===== src/rtl/ctrl_pkg.sv =====
// Shared definitions for the CPU control sequencer: opcodes, T-states,
// the control-word layout and the per-opcode instruction length.
package ctrl_pkg;

  // 4-bit opcodes found in ir[7:4]; 9..D are unused and run as NOP.
  localparam logic [3:0] OP_NOP = 4'h0;
  localparam logic [3:0] OP_LDA = 4'h1;
  localparam logic [3:0] OP_ADD = 4'h2;
  localparam logic [3:0] OP_SUB = 4'h3;
  localparam logic [3:0] OP_STA = 4'h4;
  localparam logic [3:0] OP_LDI = 4'h5;
  localparam logic [3:0] OP_JMP = 4'h6;
  localparam logic [3:0] OP_JC  = 4'h7;
  localparam logic [3:0] OP_JZ  = 4'h8;
  localparam logic [3:0] OP_OUT = 4'hE;
  localparam logic [3:0] OP_HLT = 4'hF;

  // T-states: T0/T1 fetch, T2..T4 execute.
  typedef enum logic [2:0] {
    T0 = 3'd0,
    T1 = 3'd1,
    T2 = 3'd2,
    T3 = 3'd3,
    T4 = 3'd4
  } tstate_t;

  // One field per datapath strobe.
  typedef struct packed {
    logic pc_out;
    logic pc_inc;
    logic pc_load;
    logic mar_load;
    logic ram_out;
    logic ram_load;
    logic ir_load;
    logic ir_out;
    logic a_load;
    logic a_out;
    logic b_load;
    logic alu_out;
    logic alu_sub;
    logic flags_load;
    logic out_load;
  } ctrl_word_t;

  localparam ctrl_word_t CW_NONE = '0;

  // Last execute T-state of an opcode; the step counter wraps after it.
  function automatic tstate_t last_step_of(input logic [3:0] op);
    case (op)
      OP_LDA, OP_STA: return T3;
      OP_ADD, OP_SUB: return T4;
      default:        return T2;
    endcase
  endfunction

endpackage


===== src/rtl/ctrl_step_counter.sv =====
// T-state counter and halt flag of the control sequencer.
// Wraps to T0 after the last execute step of the current instruction and
// freezes (step and halt flag) once a HLT completes, until rst.
module ctrl_step_counter
  import ctrl_pkg::*;
#(
  parameter int LAST_STEP = 4
) (
  input  logic       clk,
  input  logic       rst,
  input  logic       instr_done,
  input  logic       halt_req,
  output logic [2:0] step,
  output logic       halted
);

  localparam logic [2:0] STEP_MAX = 3'(LAST_STEP);

  tstate_t state_q, state_d;
  logic    halted_q, halted_d;

  // Next-state: halt has priority, then end-of-instruction wrap, else advance.
  always_comb begin
    // NOTE: every variable gets a default before any branch so no latch is inferred.
    state_d  = state_q;
    halted_d = halted_q;
    if (!halted_q) begin
      if (halt_req) begin
        halted_d = 1'b1;
      end else if (instr_done || (state_q >= STEP_MAX)) begin
        state_d = T0;
      end else begin
        state_d = tstate_t'(state_q + 3'd1);
      end
    end
  end

  // State register with synchronous active-high reset.
  always_ff @(posedge clk) begin
    // NOTE: sequential state is updated with non-blocking assignments only.
    if (rst) begin
      state_q  <= T0;
      halted_q <= 1'b0;
    end else begin
      state_q  <= state_d;
      halted_q <= halted_d;
    end
  end

  assign step   = state_q;
  assign halted = halted_q;

endmodule


===== src/rtl/control_sequencer.sv =====
// Microcoded control unit of the 8-bit CPU: decodes the current T-state,
// opcode and flags into datapath load / bus-drive strobes.
// Optional feature macro: CTRL_COND_JUMP_EN enables JC/JZ; when undefined
// opcodes 7 and 8 run as NOP and zf/cf are ignored.
module control_sequencer
  import ctrl_pkg::*;
#(
  parameter int LAST_STEP = 4
) (
  input  logic       clk,
  input  logic       rst,
  input  logic [7:0] ir,
  input  logic       zf,
  input  logic       cf,
  output logic       pc_out,
  output logic       pc_inc,
  output logic       pc_load,
  output logic       mar_load,
  output logic       ram_out,
  output logic       ram_load,
  output logic       ir_load,
  output logic       ir_out,
  output logic       a_load,
  output logic       a_out,
  output logic       b_load,
  output logic       alu_out,
  output logic       alu_sub,
  output logic       flags_load,
  output logic       out_load,
  output logic       halted,
  output logic [2:0] step
);

  logic [3:0] opcode;
  tstate_t    t;
  ctrl_word_t cw, cw_gated;
  logic       instr_done;
  logic       halt_req;

  assign opcode = ir[7:4];
  assign t      = tstate_t'(step);

  // The operand only reaches the bus through the IR itself, never through here.
`ifdef CTRL_COND_JUMP_EN
  logic unused_operand;
  assign unused_operand = ^ir[3:0];
`else
  logic unused_inputs;
  assign unused_inputs = ^{ir[3:0], zf, cf};
`endif

  ctrl_step_counter #(
    .LAST_STEP(LAST_STEP)
  ) u_step_counter (
    .clk       (clk),
    .rst       (rst),
    .instr_done(instr_done),
    .halt_req  (halt_req),
    .step      (step),
    .halted    (halted)
  );

  // Decode ROM: fetch strobes for T0/T1, opcode-specific strobes from T2.
  always_comb begin
    cw         = CW_NONE;
    instr_done = 1'b0;
    halt_req   = 1'b0;
    case (t)
      T0: begin
        cw.pc_out   = 1'b1;
        cw.mar_load = 1'b1;
      end
      T1: begin
        cw.ram_out = 1'b1;
        cw.ir_load = 1'b1;
        cw.pc_inc  = 1'b1;
      end
      default: begin
        instr_done = (t == last_step_of(opcode));
        case (opcode)
          OP_LDA: begin
            if (t == T2) begin cw.ir_out  = 1'b1; cw.mar_load = 1'b1; end
            if (t == T3) begin cw.ram_out = 1'b1; cw.a_load   = 1'b1; end
          end
          OP_ADD, OP_SUB: begin
            if (t == T2) begin cw.ir_out  = 1'b1; cw.mar_load = 1'b1; end
            if (t == T3) begin cw.ram_out = 1'b1; cw.b_load   = 1'b1; end
            if (t == T4) begin
              cw.alu_out    = 1'b1;
              cw.a_load     = 1'b1;
              cw.flags_load = 1'b1;
              cw.alu_sub    = (opcode == OP_SUB);
            end
          end
          OP_STA: begin
            if (t == T2) begin cw.ir_out = 1'b1; cw.mar_load = 1'b1; end
            if (t == T3) begin cw.a_out  = 1'b1; cw.ram_load = 1'b1; end
          end
          OP_LDI: begin
            if (t == T2) begin cw.ir_out = 1'b1; cw.a_load = 1'b1; end
          end
          OP_JMP: begin
            if (t == T2) begin cw.ir_out = 1'b1; cw.pc_load = 1'b1; end
          end
`ifdef CTRL_COND_JUMP_EN
          OP_JC: begin
            if (t == T2 && cf) begin cw.ir_out = 1'b1; cw.pc_load = 1'b1; end
          end
          OP_JZ: begin
            if (t == T2 && zf) begin cw.ir_out = 1'b1; cw.pc_load = 1'b1; end
          end
`endif
          OP_OUT: begin
            if (t == T2) begin cw.a_out = 1'b1; cw.out_load = 1'b1; end
          end
          OP_HLT: begin
            halt_req = (t == T2);
          end
          default: ;
        endcase
      end
    endcase
  end

  // Nothing may strobe during reset or while halted.
  assign cw_gated = (rst || halted) ? CW_NONE : cw;

  assign pc_out     = cw_gated.pc_out;
  assign pc_inc     = cw_gated.pc_inc;
  assign pc_load    = cw_gated.pc_load;
  assign mar_load   = cw_gated.mar_load;
  assign ram_out    = cw_gated.ram_out;
  assign ram_load   = cw_gated.ram_load;
  assign ir_load    = cw_gated.ir_load;
  assign ir_out     = cw_gated.ir_out;
  assign a_load     = cw_gated.a_load;
  assign a_out      = cw_gated.a_out;
  assign b_load     = cw_gated.b_load;
  assign alu_out    = cw_gated.alu_out;
  assign alu_sub    = cw_gated.alu_sub;
  assign flags_load = cw_gated.flags_load;
  assign out_load   = cw_gated.out_load;

endmodule


===== config.mk =====
export PLATFORM = sky130hd
export DESIGN_NAME = control_sequencer
export DESIGN_NICKNAME = d
export VERILOG_FILES = /design/src/rtl/ctrl_pkg.sv /design/src/rtl/ctrl_step_counter.sv /design/src/rtl/control_sequencer.sv
export SDC_FILE = /design/constraint.sdc
export NUM_CORES = 1
export LEC_CHECK = 0
export CAP_MARGIN = 20
export CORE_MARGIN = 2
export CORE_UTILIZATION = 41
export DETAILED_ROUTE_END_ITERATION = 16
export MAX_ROUTING_LAYER = met4
export PLACE_DENSITY = 0.91
export SLEW_MARGIN = 20
export SYNTH_ARGS = -nofsm -noshare
export SYNTH_HDL_FRONTEND = slang
export SYNTH_SLANG_ARGS = --single-unit

===== constraint.sdc =====
create_clock -name clk -period 5.45 [get_ports clk]
set_input_delay 0.545 -clock clk [delete_from_list [all_inputs] [get_ports clk]]
set_output_delay 0.545 -clock clk [all_outputs]
set_load 0.01 [all_outputs]

==> impl_metrics.env, run 1 <==
# source this file to load flow results
export IMPL_hp_class="flip-flop to flip-flop"
export IMPL_slew_headroom_pct=70.7
export IMPL_drive_gt1_share_pct=11.5
export IMPL_grt_ovfl_total=0
export IMPL_dieArea_um2=1750
export IMPL_postCtsSetupRepairBufs=0
export IMPL_rr_startpoint="u_step_counter.step[0]"
export IMPL_grt_pass1_wl_um=2930
export IMPL_synth_seq_share_pct=13.7
export IMPL_synth_cells=77
export IMPL_async_reset_ff_share_pct=0
export IMPL_die_y_um=41.8
export IMPL_status="completed"
export IMPL_setup_worst_path_start_class="flip-flop"
export IMPL_yosysChipArea_um2=586
export IMPL_finalClockPeriodUsage_pct=59.1
export IMPL_edf_count=0
export IMPL_ctsResizeCount=0
export IMPL_timing_final_hold_violations=0
export IMPL_cpLargestDelayFamily="buffers and inverters"
export IMPL_path_clk_slew_ns=0.04
export IMPL_worstMarginPinSlew_ns=0.438
export IMPL_hp_start="u_step_counter.step[1]"
export IMPL_end_kind="output port"
export IMPL_syn_area_um2=586
export IMPL_cts_htree_levels=1
export IMPL_max_freq_ghz=0.310
export IMPL_p_leak_nw=0.279
export IMPL_startpoint="u_step_counter.step[0]"
export IMPL_rsz0062_at_grt="no"
export IMPL_path_class="flip-flop to output port"
export IMPL_numCtsBuffers=3
export IMPL_top_area_share_pct=13.7
export IMPL_fp_nets=94
export IMPL_slew_violations=0
export IMPL_p_total_w=0.000198
export IMPL_fp_util_pct=44.4
export IMPL_cts_tree="yes"
export IMPL_crit_chain="inv_1 > ha_1 > nor4b_4 > nand3_1 > mux2_2 > nor3b_2 > clkdlybuf4s50_1"
export IMPL_timing_final_crit_period_ns=3.22
export IMPL_worst_ep_arrival_time_ns=2.68
export IMPL_slowest_delay_ns=0.57
export IMPL_setup_viol=0
export IMPL_io_pins=31
export IMPL_drc_errors=0
export IMPL_cpMaxStageDelayCell="clkdlybuf4s50_1"
export IMPL_topCellsByArea="dfxtp_1 14%, ha_1 11%, nor3_1 6.0%"
export IMPL_ys_flops=4
export IMPL_ys_cells=77
export IMPL_antenna_found_initial=0
export IMPL_cap_violations=0
export IMPL_drt_first_pass_iters=4
export IMPL_root_buffer="clkbuf_4"
export IMPL_io_buffers=24
export IMPL_top_area_cell="dfxtp_1"
export IMPL_setup_tns_ns=0
export IMPL_cts_sink_count=4
export IMPL_viasPerCell=5.76
export IMPL_clk_latency_ns=0.23
export IMPL_warnings=35
## run 1: layer usage
layer	global-route usage (%)	wire length, µm	up-vias
met5	-	0	-
met4	14.8	14	0
met3	5.22	64	2
met2	39.4	909	22
met1	20.1	640	302
li1	-	-	313
## run 1: flip-flops by register name, indices dropped and copies added, names as in the netlist
name / flops
u_step_counter.step: 3
u_step_counter.halted: 1
## run 1: cell usage in the layout, fill, tap and decap left out
cell,synthesis,layout
nor4_1,2,2
mux2_2,1,1
or2b_1,1,1
nand2b_1,2,2
o211ai_1,1,1
dfxtp_1,4,4
o21bai_1,1,1
xor2_1,1,1
or4_1,1,1
o22ai_1,1,1
nand3b_1,1,1
a21oi_1,2,2
a32o_1,2,2
nand2_1,7,7
or3_1,1,1
nor2_1,6,6
nand3_1,1,1
and2_1,3,3
nor3b_2,1,1
xnor2_1,1,1
nor3_1,7,7
nor3_2,2,2
a21oi_2,1,1
clkbuf_4,0,3
clkdlybuf4s50_1,0,24
nand3_2,1,1
a32oi_1,1,1
o21ai_0,2,2
inv_1,4,4
a22o_1,1,1
and3_1,3,3
ha_1,5,5
nand4b_2,1,1
nor4b_4,1,1
## run 1: cells by family (layout without fill, tap and decap cells)
group | after synthesis | in the layout | share of synthesized area (%)
fa+ha+maj | 5 | 5 | 10.7
xor+xnor | 2 | 2 | 2.99
buf+inv | 12 | 31 | 11.1
mux | 1 | 1 | 1.92
compound gates | 12 | 12 | 15.0
simple gates | 41 | 41 | 44.7
flops | 4 | 4 | 13.7
## run 1: cell type report
type	instances	area [µm²]
sequential	4	80.1
clock buffer	3	22.5
tap	15	18.8
fill	112	500
timing repair buffer	24	240
inverter	4	15.0
multi-input combinational	61	440
## run 1: final timing paths
path	depth (start not counted)	endpoint	slack [ns]
worst max register to register	6	u_step_counter.step[1]	3.48
worst min-delay path	1	u_step_counter.step[1]	0.61
worst max-delay path	7	a_out	2.23
worst min register to register	1	u_step_counter.step[1]	0.61
## run 1: metrics by stage
stage	area (µm²)	hold slack, ns	utilization, %	cells	worst slack, ns
2_1_floorplan	586	0.608	-	77	3.14
3_3_place_gp	795	0.582	60.3	108	2.35
3_5_place_dp	795	0.601	60.3	108	2.23
4_1_cts	817	0.615	62.0	111	2.21
5_1_grt	817	0.662	62.0	111	2.12
6_report	817	0.614	62.0	111	2.23
## run 1: power by group
| group | switching, W | internal, W |
|---|---|---|
| combinational | 0.0000558 | 0.0000585 |
| clock | 0.0000106 | 0.0000245 |
| sequential | 0.0000129 | 0.0000354 |
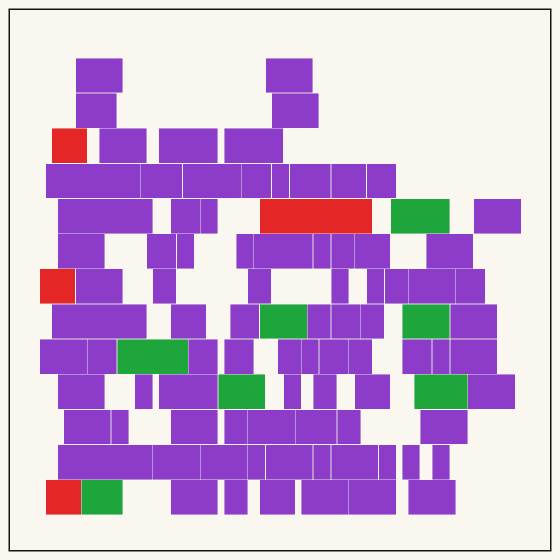
Run 1: drive-strength map
[drive 2] green | cells: 7 | share: 7.3% | most used: nor3_2
[drive 1 or less] purple | cells: 85 | share: 89% | most used: clkdlybuf4s50_1
[drive 3 to 4] red | cells: 4 | share: 4.2% | most used: clkbuf_4
number of non-clock buffers in the layout: 24
fin worst setup slack: 2.23 ns
finished layout cell area: 817 µm²
Layout area overhead: 39.5%

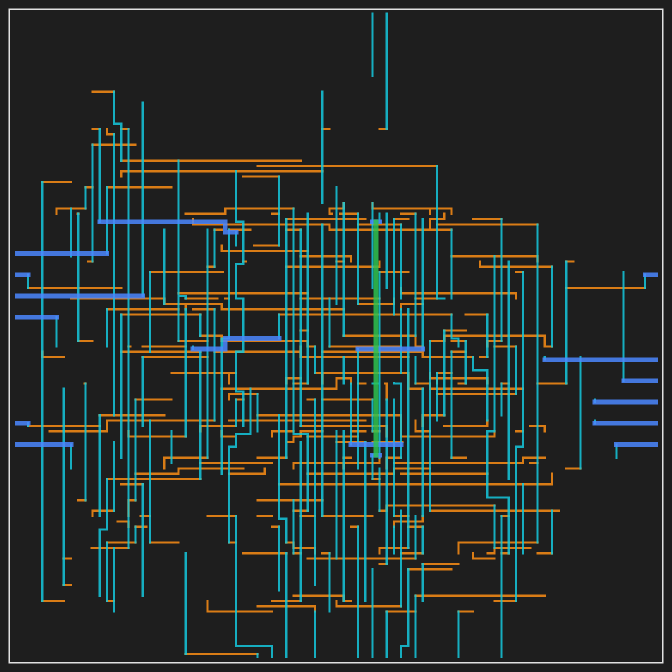
Run 1: signal wires by layer
[met4] green | wire length: 15.0 µm
[met2] cyan | wire length: 910 µm
[met3] blue | wire length: 64.8 µm
[met1] orange | wire length: 640 µm
GRT Total Usage: 21.9%
DR WL/cell: 14.7 µm
via count: 639

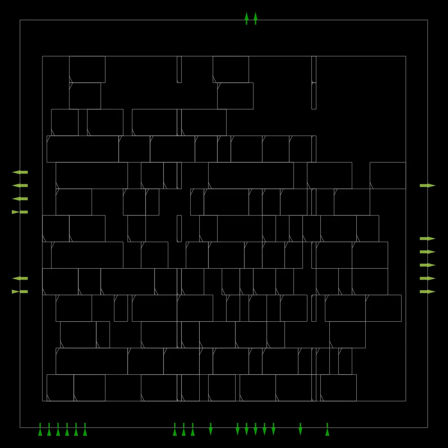
Run 1: placement view
std cell rows: 13
core area: 1320 µm²
flop share of the area: 9.80%
flip-flops: 4

==> run 2: changes to the inputs <==
- CORE_UTILIZATION: 41 -> 38
- PLACE_DENSITY: 0.91 -> 0.86
- clock period: 5.45 -> 3.31 ns (I/O delays scaled with it)
==> impl_metrics.env, run 2 <==
# source this file to load flow results
export IMPL_cts_htree_levels=1
export IMPL_grt_ovfl_total=0
export IMPL_viasPerCell=5.38
export IMPL_dieArea_um2=1870
export IMPL_xor_area_share_pct=2.99
export IMPL_ys_flops=4
export IMPL_io_pins=31
export IMPL_topCellsByArea="dfxtp_1 14%, ha_1 11%, nor3_1 6.0%"
export IMPL_clk_latency_ns=0.23
export IMPL_rr_worst_depth=6
export IMPL_setup_worst_path_start_class="flip-flop"
export IMPL_worst_ep_arrival_time_ns=2.61
export IMPL_rsz0062_at_grt="no"
export IMPL_yosysChipArea_um2=586
export IMPL_cts_tree="yes"
export IMPL_io_buffers=24
export IMPL_slew_violations=0
export IMPL_finalClockSkew_ns=0.00278
export IMPL_top_area_share_pct=13.7
export IMPL_cap_violations=0
export IMPL_ys_cells=77
export IMPL_p_seq_share_pct=24.7
export IMPL_fp_nets=94
export IMPL_min_path_cells=1
export IMPL_antenna_found_initial=0
export IMPL_die_y_um=43.3
export IMPL_grtUsageTotal_pct=18.1
export IMPL_ctsResizeCount=0
export IMPL_synth_main_ff_cell="dfxtp_1"
export IMPL_synthSimpleGateAreaFrac_pct=44.7
export IMPL_hp_start="u_step_counter.step[1]"
export IMPL_coreArea_um2=1470
export IMPL_synthAoiAreaFrac_pct=15.0
export IMPL_synthMuxAreaShare_pct=1.92
export IMPL_startpoint="u_step_counter.step[0]"
export IMPL_fp_util_pct=39.8
export IMPL_root_buffer="clkbuf_4"
export IMPL_grt_pass1_wl_um=2530
export IMPL_rr_startpoint="u_step_counter.step[0]"
export IMPL_lay_top_count="clkdlybuf4s50_1"
export IMPL_setup_tns_ns=0
export IMPL_pwr_share_comb_pct=57.2
export IMPL_cell_internal_pwr_w=0.000194
export IMPL_p_leak_nw=0.279
export IMPL_synth_warnings=0
export IMPL_edf_count=0
export IMPL_setup_viol=0
export IMPL_largest_reg_flops=3
export IMPL_worstMarginPinSlew_ns=0.424
export IMPL_hp_class="flip-flop to flip-flop"
export IMPL_end_kind="output port"
export IMPL_seqCellArea_um2=80.1
export IMPL_status="completed"
export IMPL_p_sw_w=0.000126
export IMPL_numCtsBuffers=3
export IMPL_slew_headroom_pct=71.7
export IMPL_async_reset_ff_share_pct=0
export IMPL_warnings=35
export IMPL_path_clk_slew_ns=0.04
export IMPL_layout_top_cells="24 x clkdlybuf4s50_1, 7 x nand2_1, 7 x nor3_1"
export IMPL_switching_share_pct=39.4
export IMPL_synthTopLogicFamily="simple AND/OR/NAND/NOR gates"
export IMPL_synth_seq_share_pct=13.7
export IMPL_grt_max_degree=13
export IMPL_cts_sink_count=4
export IMPL_pre_cts_slack_ns=0.608
export IMPL_postCtsSetupRepairBufs=0
export IMPL_syn_area_um2=586
export IMPL_synth_cells=77
export IMPL_hold_slack_ns=0.602
export IMPL_finalClockPeriodUsage_pct=88.8
export IMPL_drc_errors=0
export IMPL_vias=603
export IMPL_timing_final_hold_violations=0
export IMPL_max_freq_ghz=0.340
export IMPL_power_frac_clock_pct=18.2
export IMPL_drive_gt1_share_pct=11.5
export IMPL_path_class="flip-flop to output port"
export IMPL_top_area_cell="dfxtp_1"
[run 2: cell families after synthesis]
kind of cell | count (synthesis)
multiplexers | 1
buffers and inverters | 12
adder cells (fa/ha/maj) | 5
AND/OR/NAND/NOR | 41
AND-OR/OR-AND | 12
XOR/XNOR | 2
flip-flops | 4
[run 2: area by class of cell]
| class | count | share of cell area [%] |
|---|---|---|
| Multi-Input combinational cell | 61 | 53.8 |
| Timing Repair Buffer | 24 | 29.4 |
| Inverter | 4 | 1.83 |
| Sequential cell | 4 | 9.79 |
| Tap cell | 16 | 2.45 |
| Clock buffer | 3 | 2.75 |
[run 2: per-stage QoR]
step	instances	power (W)	instance area (µm²)
floorplan	77	0.000194	586
global placement	109	0.000260	796
detailed placement	109	0.000264	796
CTS	112	0.000327	818
global route	112	0.000348	818
finish	112	0.000321	818
[run 2: final timing paths]
kind,slack (ns),to
setup / recovery,0.37,a_out
hold / removal,0.60,u_step_counter.step[1]
setup reg to reg,1.35,u_step_counter.step[1]
hold reg to reg,0.60,u_step_counter.step[1]
[run 2: power by group through the flow]
stage | Combinational [W] | Clock (W) | Sequential (W)
after floorplan | 0.000117 | 0 | 0.0000767
after global placement | 0.000181 | 0 | 0.0000791
after detailed placement | 0.000184 | 0 | 0.0000800
after CTS | 0.000185 | 0.0000627 | 0.0000794
after global routing | 0.000201 | 0.0000637 | 0.0000831
final | 0.000184 | 0.0000583 | 0.0000792
[run 2: critical path: stages, from the launching register on]
cell             delay, ns
dfxtp_1               0.47
inv_1                 0.11
ha_1                  0.30
nor4b_4               0.37
nand3_1               0.14
mux2_2                0.29
nor3b_2               0.15
clkdlybuf4s50_1       0.55
[run 2: metal layers]
metal  track usage, %  wire length (µm)  up-vias
met5                -                 0        -
li1                 -                 -      313
met4             7.27                 0        0
met2             27.5               748       14
met3             2.98                43        0
met1             23.9               640      276
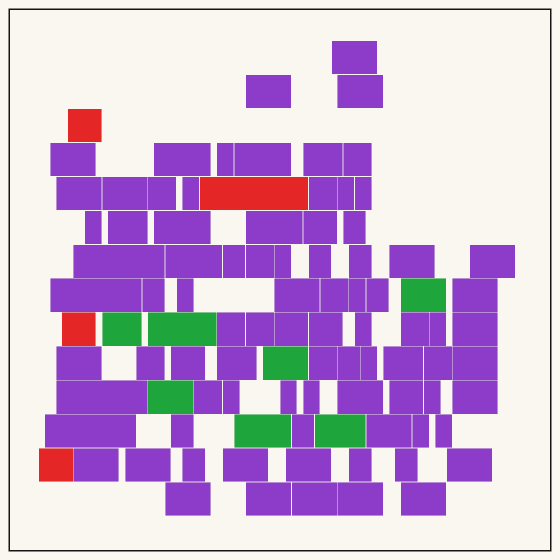
Run 2: drive-strength map
[drive 1 or less] purple | cells: 85 | share: 89% | most used: clkdlybuf4s50_1
[drive 2] green | cells: 7 | share: 7.3% | most used: nor3_2
[drive 3 to 4] red | cells: 4 | share: 4.2% | most used: clkbuf_4
fin worst setup slack: 0.369 ns
Layout area overhead: 39.7%

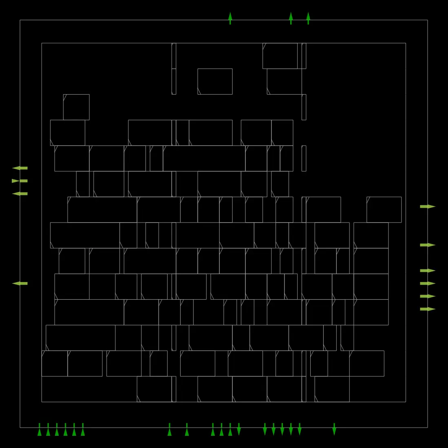
Run 2: placement view
n_taps: 16
filler cell count in the final layout: 147
std cell rows: 14
utilization after layout: 55.6%
Final Non-Filler Cells: 112

==> run 3: changes to the inputs <==
--- a/config.mk
+++ b/config.mk
@@ -7,5 +7,4 @@
 export LEC_CHECK = 0
 export CAP_MARGIN = 20
-export CORE_MARGIN = 2
 export CORE_UTILIZATION = 38
 export DETAILED_ROUTE_END_ITERATION = 16
==> constraint.sdc (replaced) <==
create_clock -name clk -period 3.31 [get_ports clk]
set_input_delay 0.662 -clock clk [delete_from_list [all_inputs] [get_ports clk]]
set_output_delay 0.662 -clock clk [all_outputs]
set_load 0.01 [all_outputs]
==> impl_metrics.env, run 3 <==
# source this file to load flow results
export IMPL_status="completed"
export IMPL_grt_pass1_wl_um=2640
export IMPL_fp_nets=94
export IMPL_finalClockPeriodUsage_pct=97.9
export IMPL_synth_seq_share_pct=13.7
export IMPL_top_area_cell="dfxtp_1"
export IMPL_pre_cts_slack_ns=0.0753
export IMPL_drt_first_pass_iters=4
export IMPL_synth_warnings=0
export IMPL_dp_cells=115
export IMPL_worstReg2RegEnd="u_step_counter.step[1]"
export IMPL_max_freq_ghz=0.309
export IMPL_drive_gt1_share_pct=17.5
export IMPL_p_leak_nw=0.312
export IMPL_min_to="u_step_counter.step[1]"
export IMPL_fp_util_pct=42.9
export IMPL_cpMaxStageDelayCell="clkdlybuf4s50_1"
export IMPL_ys_flops=4
export IMPL_synth_cells=77
export IMPL_fin_area_um2=870
export IMPL_critical_path_buf_inv_count=2
export IMPL_grt_max_degree=13
export IMPL_drc_errors=0
export IMPL_edf_count=0
export IMPL_setup_viol=0
export IMPL_cpLargestDelayFamily="buffers and inverters"
export IMPL_syn_area_um2=586
export IMPL_grt_ovfl_total=0
export IMPL_path_common_cell="clkdlybuf4s50_1"
export IMPL_rr_startpoint="u_step_counter.step[1]"
export IMPL_placementRows=13
export IMPL_cts_tree="yes"
export IMPL_finalClockSkew_ns=0.00101
export IMPL_slew_violations=0
export IMPL_setup_tns_ns=0
export IMPL_timing_final_crit_period_ns=3.24
export IMPL_slew_headroom_pct=72.4
export IMPL_syn2layout_area_growth_pct=48.5
export IMPL_hp_class="flip-flop to flip-flop"
[run 3: cell types whose count changed in the layout (fill, tap and decap cells not counted), sizes merged]
cell	change
buf	+7
[run 3: cell type report]
cell class / instances / area, µm² / share of cell area (%)
inverters: 4 / 15.0 / 1.73
repair buffers: 31 / 293 / 33.7
clock buffers: 3 / 22.5 / 2.59
well taps: 15 / 18.8 / 2.16
flip-flops and latches: 4 / 80.1 / 9.21
multi-input cells: 61 / 440 / 50.6
[run 3: cell families (layout without fill, tap and decap cells)]
| group | Yosys count | in the layout | share of synthesized area [%] |
|---|---|---|---|
| adder cells (fa/ha/maj) | 5 | 5 | 10.7 |
| AND-OR/OR-AND | 12 | 12 | 15.0 |
| AND/OR/NAND/NOR | 41 | 41 | 44.7 |
| multiplexers | 1 | 1 | 1.92 |
| XOR/XNOR | 2 | 2 | 2.99 |
| buffers and inverters | 12 | 38 | 11.1 |
| flip-flops | 4 | 4 | 13.7 |
[run 3: power breakdown]
| part | total (W) | internal [W] | switching (W) |
|---|---|---|---|
| Combinational | 0.000201 | 0.000104 | 0.0000970 |
| Sequential | 0.0000743 | 0.0000584 | 0.0000160 |
| Clock | 0.0000600 | 0.0000405 | 0.0000195 |
[run 3: worst max path at each step]
| stage | depth (start not counted) | slack, ns | end |
|---|---|---|---|
| detailed placement | 6 | 0.08 | a_out |
| global placement | 6 | 0.10 | a_out |
| CTS | 6 | 0.07 | a_out |
| floorplan | 6 | 0.88 | a_out |
| finish | 6 | 0.07 | a_out |
| global route | 6 | 0.002 | mar_load |
[run 3: routing by layer]
layer  vias up  GRT usage (%)  routed length (µm)
li1        326              -                   -
met1       305           24.4                 691
met2        28           45.7                 817
met3         2          0.543                  69
met4         0           11.3                  17
met5         -              -                   0
[run 3: stage by stage]
stage          utilization, %  power (W)
5_1_grt                  63.6   0.000359
3_5_place_dp             62.0   0.000274
4_1_cts                  63.6   0.000338
6_report                 63.6   0.000335
3_3_place_gp             62.0   0.000269
2_1_floorplan               -   0.000194
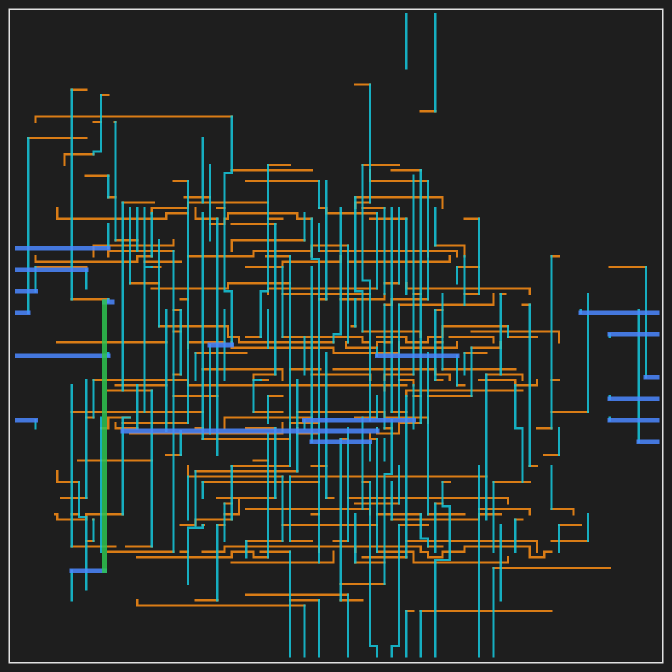
Run 3: signal wires by layer
[met1] orange | wire length: 692 µm
[met4] green | wire length: 17.0 µm
[met2] cyan | wire length: 818 µm
[met3] blue | wire length: 69.9 µm
GRT Total Usage: 23.7%
via count: 661

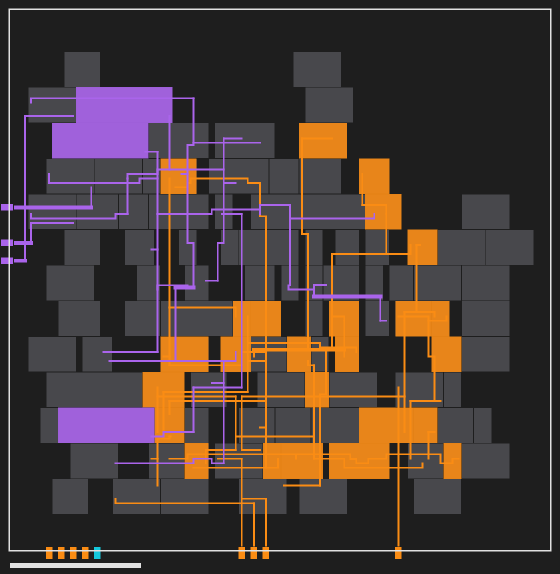
Run 3: nets reached from selected ports
The bar under the picture is 10 µm long.
[ir] orange | bits: 8 | direction: input | edge: bottom | end cells: 25 | buffers: 8 | wire: 332 µm
[step] purple | bits: 3 | direction: output | edge: left | end cells: 3 | buffers: 4 | wire: 229 µm
[zf] cyan | bits: 1 | direction: input | edge: bottom | end cells: 0 | buffers: 0
# IOs: 31
PortBufs: 24

Power figures rest on the tool's default switching activity, not on a simulated workload.
